Figure 1. I/O nets highlighted (run 1).
Scale: 3 px per µm.
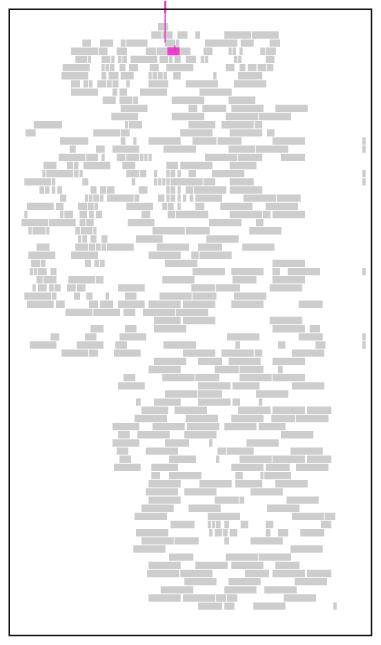
Figure 2. Cell outlines without signal wires (run 1).
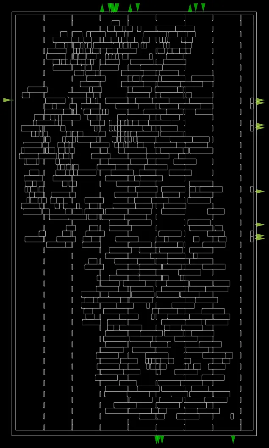
Figure 3. Wiring heat map (run 1).
Scale: 2 px per µm. The die is cut into 12 by 21 equal tiles; dark blue is low, red is high, scaled to the fullest tile. Values are wire area over tile area, all layers added.
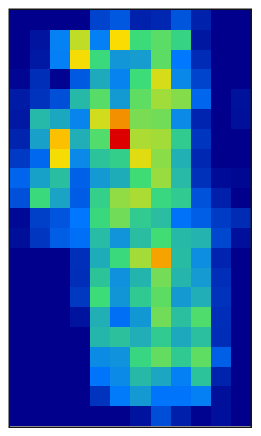
--- config.mk ---
export PLATFORM = sky130hd
export DESIGN_NAME = uart_rx_port
export DESIGN_NICKNAME = d
export VERILOG_FILES = /design/src/rtl/uart_rx_pkg.sv /design/src/rtl/uart_rx_fifo.sv /design/src/rtl/uart_rx_port.sv
export SDC_FILE = /design/constraint.sdc
export NUM_CORES = 1
export LEC_CHECK = 0
export ABC_AREA = 0
export CAP_MARGIN = 20
export CORE_ASPECT_RATIO = 1.75
export CORE_MARGIN = 1.5
export CORE_UTILIZATION = 30
export DETAILED_ROUTE_END_ITERATION = 7
export PLACE_DENSITY_LB_ADDON = 0.2
export REMOVE_ABC_BUFFERS = 1
export SYNTH_ARGS = -nofsm -noshare
export SYNTH_HDL_FRONTEND = slang
export SYNTH_SLANG_ARGS = --single-unit
--- constraint.sdc ---
create_clock -name iCpuClock -period 5.05 [get_ports iCpuClock]
set_clock_uncertainty 0.05 [all_clocks]
set_input_delay 0.7575 -clock iCpuClock [delete_from_list [all_inputs] [get_ports iCpuClock]]
set_output_delay 0.7575 -clock iCpuClock [all_outputs]
set_load 0.01 [all_outputs]
--- src/rtl/uart_rx_pkg.sv ---
// rtl/uart_rx_pkg.sv - shared types and constants for the UART receive port
package uart_rx_pkg;

    typedef enum logic [1:0] {IDLE, START, DATA, STOP} rx_state_t;

    localparam logic [1:0] UART_ADDR_DATA   = 2'b00;
    localparam logic [1:0] UART_ADDR_STATUS = 2'b10;

    localparam int ST_NOT_EMPTY = 0;
    localparam int ST_FULL      = 1;
    localparam int ST_OVERRUN   = 2;
    localparam int ST_FRAME_ERR = 3;

    localparam int OVERSAMPLE = 16;

    // Clock cycles per oversample tick, rounded to nearest and never below one.
    function automatic int calc_tick_div(input int clock_hz, input int baud);
        int div;
        div = (clock_hz + (baud * OVERSAMPLE) / 2) / (baud * OVERSAMPLE);
        return (div < 1) ? 1 : div;
    endfunction

endpackage

--- src/rtl/uart_rx_fifo.sv ---
// rtl/uart_rx_fifo.sv - byte FIFO holding received characters until the CPU pops them
module uart_rx_fifo #(
    parameter int DEPTH = 16
) (
    input  logic                     clk,
    input  logic                     rst_n,
    input  logic                     push,
    input  logic                     pop,
    input  logic [7:0]               wdata,
    output logic [7:0]               head,
    output logic                     full,
    output logic                     empty,
    output logic [$clog2(DEPTH):0]   count
);

    localparam int AW = $clog2(DEPTH);
    localparam int CW = AW + 1;

    logic [7:0]    r_mem [DEPTH];
    logic [AW-1:0] r_wr_ptr;
    logic [AW-1:0] r_rd_ptr;
    logic [CW-1:0] r_count;
    logic          w_do_push;
    logic          w_do_pop;

    assign full  = (r_count == CW'(DEPTH));
    assign empty = (r_count == '0);
    assign count = r_count;
    assign head  = r_mem[r_rd_ptr];

    // A push into a full FIFO is only taken when a pop frees the head slot on the same edge.
    assign w_do_push = push & (~full | pop);
    assign w_do_pop  = pop & ~empty;

    always_ff @(posedge clk) begin
        if (w_do_push) begin
            r_mem[r_wr_ptr] <= wdata;
        end
    end

    always_ff @(posedge clk or negedge rst_n) begin
        if (!rst_n) begin
            r_wr_ptr <= '0;
            r_rd_ptr <= '0;
            r_count  <= '0;
        end else begin
            if (w_do_push) begin
                r_wr_ptr <= r_wr_ptr + AW'(1);
            end
            if (w_do_pop) begin
                r_rd_ptr <= r_rd_ptr + AW'(1);
            end
            case ({w_do_push, w_do_pop})
                2'b10:   r_count <= r_count + CW'(1);
                2'b01:   r_count <= r_count - CW'(1);
                default: r_count <= r_count;
            endcase
        end
    end

endmodule

--- src/rtl/uart_rx_port.sv ---
// rtl/uart_rx_port.sv - memory-mapped 8N1 UART receiver with byte FIFO and status register
import uart_rx_pkg::*;

module uart_rx_port #(
    parameter int CLOCK_HZ   = 23000000,
    parameter int BAUD       = 9600,
    parameter int FIFO_DEPTH = 16
) (
    input  logic        iCpuClock,
    input  logic        iCpuResetN,
    input  logic        iUartRx,
    input  logic        iUartCtrl,
    input  logic        iIoRead,
    input  logic [1:0]  iAddress,
    output logic [15:0] oUartData,
    output logic        oRxNotEmpty
);

    localparam int TICK_DIV = calc_tick_div(CLOCK_HZ, BAUD);
    localparam int TW       = (TICK_DIV > 1) ? $clog2(TICK_DIV) : 1;
    localparam int CW       = $clog2(FIFO_DEPTH) + 1;
    localparam logic [3:0] OVS_LAST = 4'(OVERSAMPLE - 1);
    localparam logic [3:0] OVS_MID  = 4'(OVERSAMPLE / 2 - 1);

    logic          r_sync1;
    logic          r_sync2;
    logic [TW-1:0] r_tick_cnt;
    rx_state_t     r_state;
    logic [3:0]    r_ovs;
    logic [2:0]    r_bit;
    logic [7:0]    r_shift;
    logic          r_armed;
    logic          r_overrun;
    logic          r_frame_err;

    logic          w_rx_s;
    logic          w_tick;
    logic          w_stop_edge;
    logic          w_push;
    logic          w_frame_err_set;
    logic          w_overrun_set;
    logic          w_data_rd;
    logic          w_status_rd;
    logic [7:0]    w_head;
    logic          w_full;
    logic          w_empty;
    logic [CW-1:0] w_count;

    assign w_rx_s = r_sync2;
    assign w_tick = (r_tick_cnt == TW'(TICK_DIV - 1));

    always_ff @(posedge iCpuClock or negedge iCpuResetN) begin
        if (!iCpuResetN) begin
            r_sync1    <= 1'b1;
            r_sync2    <= 1'b1;
            r_tick_cnt <= '0;
        end else begin
            r_sync1    <= iUartRx;
            r_sync2    <= r_sync1;
            r_tick_cnt <= w_tick ? '0 : r_tick_cnt + TW'(1);
        end
    end

    // r_armed drops after a bad stop bit so a held-low break cannot look like a stream of start bits.
    always_ff @(posedge iCpuClock or negedge iCpuResetN) begin
        if (!iCpuResetN) begin
            r_state <= IDLE;
            r_ovs   <= '0;
            r_bit   <= '0;
            r_shift <= '0;
            r_armed <= 1'b0;
        end else if (w_tick) begin
            case (r_state)
                IDLE: begin
                    if (w_rx_s) begin
                        r_armed <= 1'b1;
                    end else if (r_armed) begin
                        r_state <= START;
                        r_ovs   <= '0;
                    end
                end
                START: begin
                    if (r_ovs == OVS_MID) begin
                        if (w_rx_s) begin
                            r_state <= IDLE;
                        end else begin
                            r_state <= DATA;
                            r_ovs   <= '0;
                            r_bit   <= '0;
                        end
                    end else begin
                        r_ovs <= r_ovs + 4'd1;
                    end
                end
                DATA: begin
                    if (r_ovs == OVS_LAST) begin
                        r_shift <= {w_rx_s, r_shift[7:1]};
                        r_ovs   <= '0;
                        r_bit   <= r_bit + 3'd1;
                        if (r_bit == 3'd7) begin
                            r_state <= STOP;
                        end
                    end else begin
                        r_ovs <= r_ovs + 4'd1;
                    end
                end
                STOP: begin
                    if (r_ovs == OVS_LAST) begin
                        r_state <= IDLE;
                        r_ovs   <= '0;
                        if (!w_rx_s) begin
                            r_armed <= 1'b0;
                        end
                    end else begin
                        r_ovs <= r_ovs + 4'd1;
                    end
                end
                default: r_state <= IDLE;
            endcase
        end
    end

    assign w_stop_edge     = w_tick & (r_state == STOP) & (r_ovs == OVS_LAST);
    assign w_push          = w_stop_edge & w_rx_s;
    assign w_frame_err_set = w_stop_edge & ~w_rx_s;
    assign w_data_rd       = iUartCtrl & iIoRead & (iAddress == UART_ADDR_DATA);
    assign w_status_rd     = iUartCtrl & iIoRead & (iAddress == UART_ADDR_STATUS);
    assign w_overrun_set   = w_push & w_full & ~w_data_rd;

    uart_rx_fifo #(
        .DEPTH (FIFO_DEPTH)
    ) u_fifo (
        .clk   (iCpuClock),
        .rst_n (iCpuResetN),
        .push  (w_push),
        .pop   (w_data_rd),
        .wdata (r_shift),
        .head  (w_head),
        .full  (w_full),
        .empty (w_empty),
        .count (w_count)
    );

    // Sticky error flags clear on a status read, but a new error on that same edge wins.
    always_ff @(posedge iCpuClock or negedge iCpuResetN) begin
        if (!iCpuResetN) begin
            r_overrun   <= 1'b0;
            r_frame_err <= 1'b0;
        end else begin
            if (w_overrun_set) begin
                r_overrun <= 1'b1;
            end else if (w_status_rd) begin
                r_overrun <= 1'b0;
            end
            if (w_frame_err_set) begin
                r_frame_err <= 1'b1;
            end else if (w_status_rd) begin
                r_frame_err <= 1'b0;
            end
        end
    end

    assign oRxNotEmpty = (w_count != '0);

    always_comb begin
        oUartData = 16'h0000;
        if (w_data_rd && !w_empty) begin
            oUartData = {8'h00, w_head};
        end else if (w_status_rd) begin
            oUartData[ST_NOT_EMPTY] = oRxNotEmpty;
            oUartData[ST_FULL]      = w_full;
            oUartData[ST_OVERRUN]   = r_overrun;
            oUartData[ST_FRAME_ERR] = r_frame_err;
        end
    end

endmodule

==> notes.md, run 1 <==
Main metrics from the flow reports.

The run finished with clean final reports. On met2, the global router reports a usage of 0.239. The largest register by flop count is u_fifo.r_mem.

By count the netlist is led by edfxtp_1, dfrtp_1, mux4_2. The number of buffers created by CTS came out at 17. Per the detailed-route log, wirelength across all metal layers totals 15,200 µm. The end point of the critical path is oUartData[3]. Adding up every negative setup slack in the final design gives 0 ps. The core area is around 24,000 µm². The final layout report lists a clock buffer count of 18. Among the non-sequential cells, multiplexers take the most area. The final cell count without fillers is between 700 and 800. The cell at the slowest stage of the critical path is dfrtp_1. The count of final max-slew check failures is 0.

The post-cts repair resize count came out at 0. The number of search-and-repair iterations in the first detailed-routing pass is 4. Ranked by power, first place goes to registers. In this run the cell area of the synthesized design comes to roughly 7200 µm². For this run, the register share of the synthesized area comes to 0.682. Of all flip-flops after synthesis, the portion carrying an async set or reset was 0.251. The power share of the combinational group came out at 0.099.

The utilization after layout is 0.351. The number of buffers on the longest clock path is 2. In the final layout, the registers with the most flip-flops are u_fifo.r_mem (128), r_shift (8), r_tick_cnt (8). The fraction of synthesized area in multiplexers came out at 0.133.
-- Figure 1 (at the start) --
colour	port	bits	direction	edge	end cells	wire
magenta	`iIoRead`	1	input	north	2	14.7 µm
port buffer count: 15
# IOs: 24

-- Figure 2 (at the start) --
inserted tap cell count: 308
Seq cells: 171
register share of the cell area: 0.589
Rows: 75

-- Figure 3 (at the start) --
mean over tiles	0.093
fullest tile	0.38
nearly empty tiles	27%
tiles over half the peak	15%
global router's overall resource usage: 0.129
post-DR wirelength/cell: 19.2 µm

==> run 2, diff against run 1 <==
clock period = 4 ns   (was 5.05 ns; I/O delays follow)
==> run 2 against run 1 <==
Wire length is 0.88% higher. Count of clock-buffer cells in the layout is 5 higher. Clock power grew 17%. Synthesized area did not move. Combinational power is 42% higher. Total power up 22%. Sequential share of layout area is 0.43 points lower. Core utilization grew 0.26 points. Critical path type unchanged.
==> notes.md, run 2 <==
Main metrics from the flow reports.

The post-cts repair resize count is 0 (unchanged). The post-synthesis sequential area ratio is 0.682 (unchanged). The top power consumer group is registers. The number of endpoints with negative hold slack in the final report came out at 0. The final cell count without fillers came to 802 (+1.6%).

The count of clock buffers in the final design came out at 23 (+5). The share of the final layout cell area in sequential cells is 0.584 (-0.00428). The cell occurring most often along the worst timing path is mux4_2. The number of placed I/O pins came out at 24 (unchanged).

The routed via count divided by cell count came out at 4.73. The post-route setup TNS came out at 0 ps (unchanged). Grouping non-sequential cells by family puts the most area in multiplexers.

The end point of the critical path is oUartData[3]. The largest registers in the layout are u_fifo.r_mem (128), r_shift (8), r_tick_cnt (8). Sorting the synthesized cells by how often they occur yields edfxtp_1, dfrtp_1, mux4_2. The count of final max-slew check failures came out at 0 (unchanged).

The post-synth register bit count is 171. The share of synthesized registers carrying an async set or reset is 0.251 (unchanged). The logic depth of the worst register-to-register path came out at 11.

The met2 routing resource usage after global routing was 0.243 (+0.00315). The utilization after layout came out at 0.353 (+0.00257). The number of buffers created by CTS is 17 (unchanged). The met1 demand-to-capacity share in global routing came out at 0.141.

Among all flip-flop cells after synthesis, the most frequent one is edfxtp_1. The cell at the slowest stage of the critical path is dfrtp_1. The area of the mapped netlist came out at 7220 µm² (unchanged). The power share of the combinational group came out at 0.115 (+0.016). The number of search-and-repair iterations in the first detailed-routing pass is 4 (unchanged). The site row count came to 75 (unchanged). Of the total power, registers draw 0.497. The number of well taps is 308 (unchanged). The number of flip-flops and latches was 171 (unchanged).

The run finished with clean final reports. Global route summary, busiest routing layer listed as met2. The synthesis-to-finish area growth is 16.7%. The core area is 23,800 µm² (unchanged). In this run, placement finished with an instance count of around 770. Counting the fill cells in the layout gives 2,312. Per the post-route antenna check, the number of violating nets is 0. The number of buffers on the longest clock path came out at 2 (unchanged).

The count of input and output buffers is 15 (unchanged). The fraction of synthesized area in multiplexers is 0.133 (unchanged).
Figure 4. Routed metal, one colour a layer (run 2).
Scale: 2 px per µm. Only two layers are drawn.
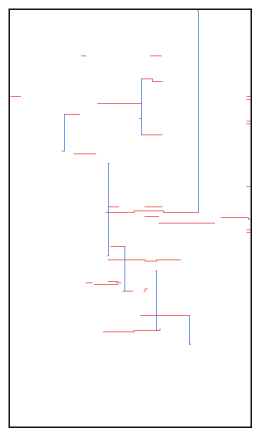
colour	layer	wire length
red	metal 3	332 µm
blue	metal 4	260 µm
detailed-route via count: 3,793
global router's overall resource usage: 0.129
overall routed net length: 15,300 µm
post-DR wirelength/cell: 19.1 µm

Figure 5. Wiring heat map (run 2).
Scale: 2 px per µm. The die is cut into 12 by 21 equal tiles; dark blue is low, red is high, scaled to the fullest tile. Values are wire area over tile area, all layers added.
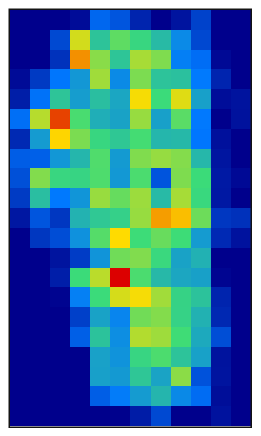
tiles over half the peak	21%
mean over tiles	0.092
nearly empty tiles	26%
densest ninth of the die	centre
emptiest ninth of the die	south-west

==> run 3, diff against run 2 <==
MAX_ROUTING_LAYER = met4   (was default)
clock period = 3.8 ns   (was 4 ns; I/O delays follow)
==> run 3 against run 2 <==
Sequential share of layout area up 0.14 points. Count of clock-buffer cells in the layout down 3. Flip-flop count unchanged. Global-route usage up 0.40 points. Register-to-register slack worse by 200 ps. Clock power up 3%. Highest routed layer unchanged. Critical endpoint unchanged.
==> notes.md, run 3 <==
Main metrics from the flow reports.

For the pin with the worst max-slew slack, the measured transition is ~900 ps. The count of clock buffers in the final design came out at 20 (-13%). The routed via count divided by cell count is 4.70 (-0.66%).

The met2 routing resource usage after global routing came out at 0.249 (+0.00690). The count of input and output buffers is 15 (unchanged). The number of placed I/O pins is 24 (unchanged). The post-route setup TNS was 0 ps (unchanged). Looking at the critical path, the single cell with the biggest stage delay is dfrtp_1.

The number of well taps is 308 (unchanged). The flow ran to the end, and the final reports show no timing, DRC or antenna violations. The arrival time of data at the critical path endpoint is a little over 3000 ps. The overall fraction of global-route tracks in use is 0.133 (+0.00400). The number of setup buffers added after CTS came out at 0. The fraction of synthesized area in multiplexers is 0.133 (unchanged).

The total length of routed wires came out at 15,000 µm (-1.9%). The count of vias placed by the detailed router came out at 3,768 (-0.66%). The number of buffers on the longest clock path was 2 (unchanged). The total number of clock tree sinks came out at 171. The post-cts repair resize count came to 0 (unchanged). The commonest cells after synthesis are edfxtp_1, dfrtp_1, mux4_2. The site row count came out at 75 (unchanged).

The end point of the critical path is oUartData[3]. The flip-flop and latch count after synthesis is 171 (unchanged). The sequential share of power came to 0.503 (+0.006). The count of final max-slew check failures came out at 0 (unchanged). The cell occurring most often along the worst timing path is mux4_2.

The antenna violation net count after detailed routing came to 0 (unchanged). The share of synthesized registers carrying an async set or reset came out at 0.251 (unchanged). The met1 demand-to-capacity share in global routing was 0.133 (-0.00782). The final cell count without fillers is 802 (unchanged). The class occupying the most area after layout is reported as registers. The largest total area in the synthesized netlist belongs to edfxtp_1. The power share of the combinational group came out at 0.115 (about the same). Per STA, the worst path is made up of mux4_2 -> mux4_2 -> a32o_1 -> clkdlybuf4s50_1. After synthesis, the largest family of logic cells by area is multiplexers. The share of the final layout cell area in sequential cells is 0.586 (+0.00139). The post-synthesis sequential area ratio was 0.682 (unchanged). The placed cell count came out at 768 (unchanged).

The commonest register cell is edfxtp_1. The number of endpoints with negative hold slack in the final report came out at 0 (unchanged). The logic depth of the worst register-to-register path is 11 (unchanged).

The power drawn by the combinational cells is approximately 480 µW. Counting both buffers and inverters, the worst setup path holds a total of 1. After global routing, the most crowded layer is met2. The largest registers in the layout are u_fifo.r_mem (128), r_shift (8), r_tick_cnt (8). The number of flip-flops and latches came out at 171 (unchanged).

The number of search-and-repair iterations in the first detailed-routing pass was 4 (unchanged). The wire length of the first global-routing pass is 23,700 µm. The mean routed wirelength per cell came out at 18.7 µm (-1.9%).
Figure 6. Cell outlines without signal wires (run 3).
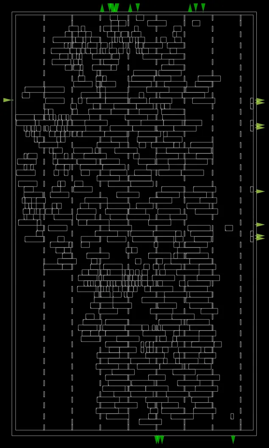
placeable core region: 23,800 µm²
Fill cells: 2,295
final cell utilization of the core: 0.353

Figure 7. I/O nets highlighted (run 3).
Scale: 3 px per µm.
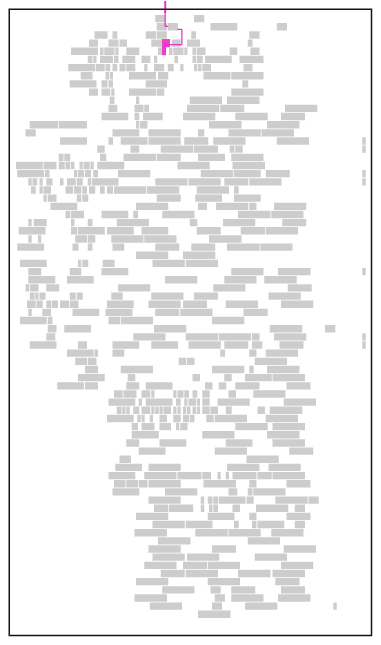
colour	port	bits	direction	edge	end cells	wire
magenta	`iIoRead`	1	input	north	2	21.2 µm

Power is estimated from default activity; no workload was simulated.
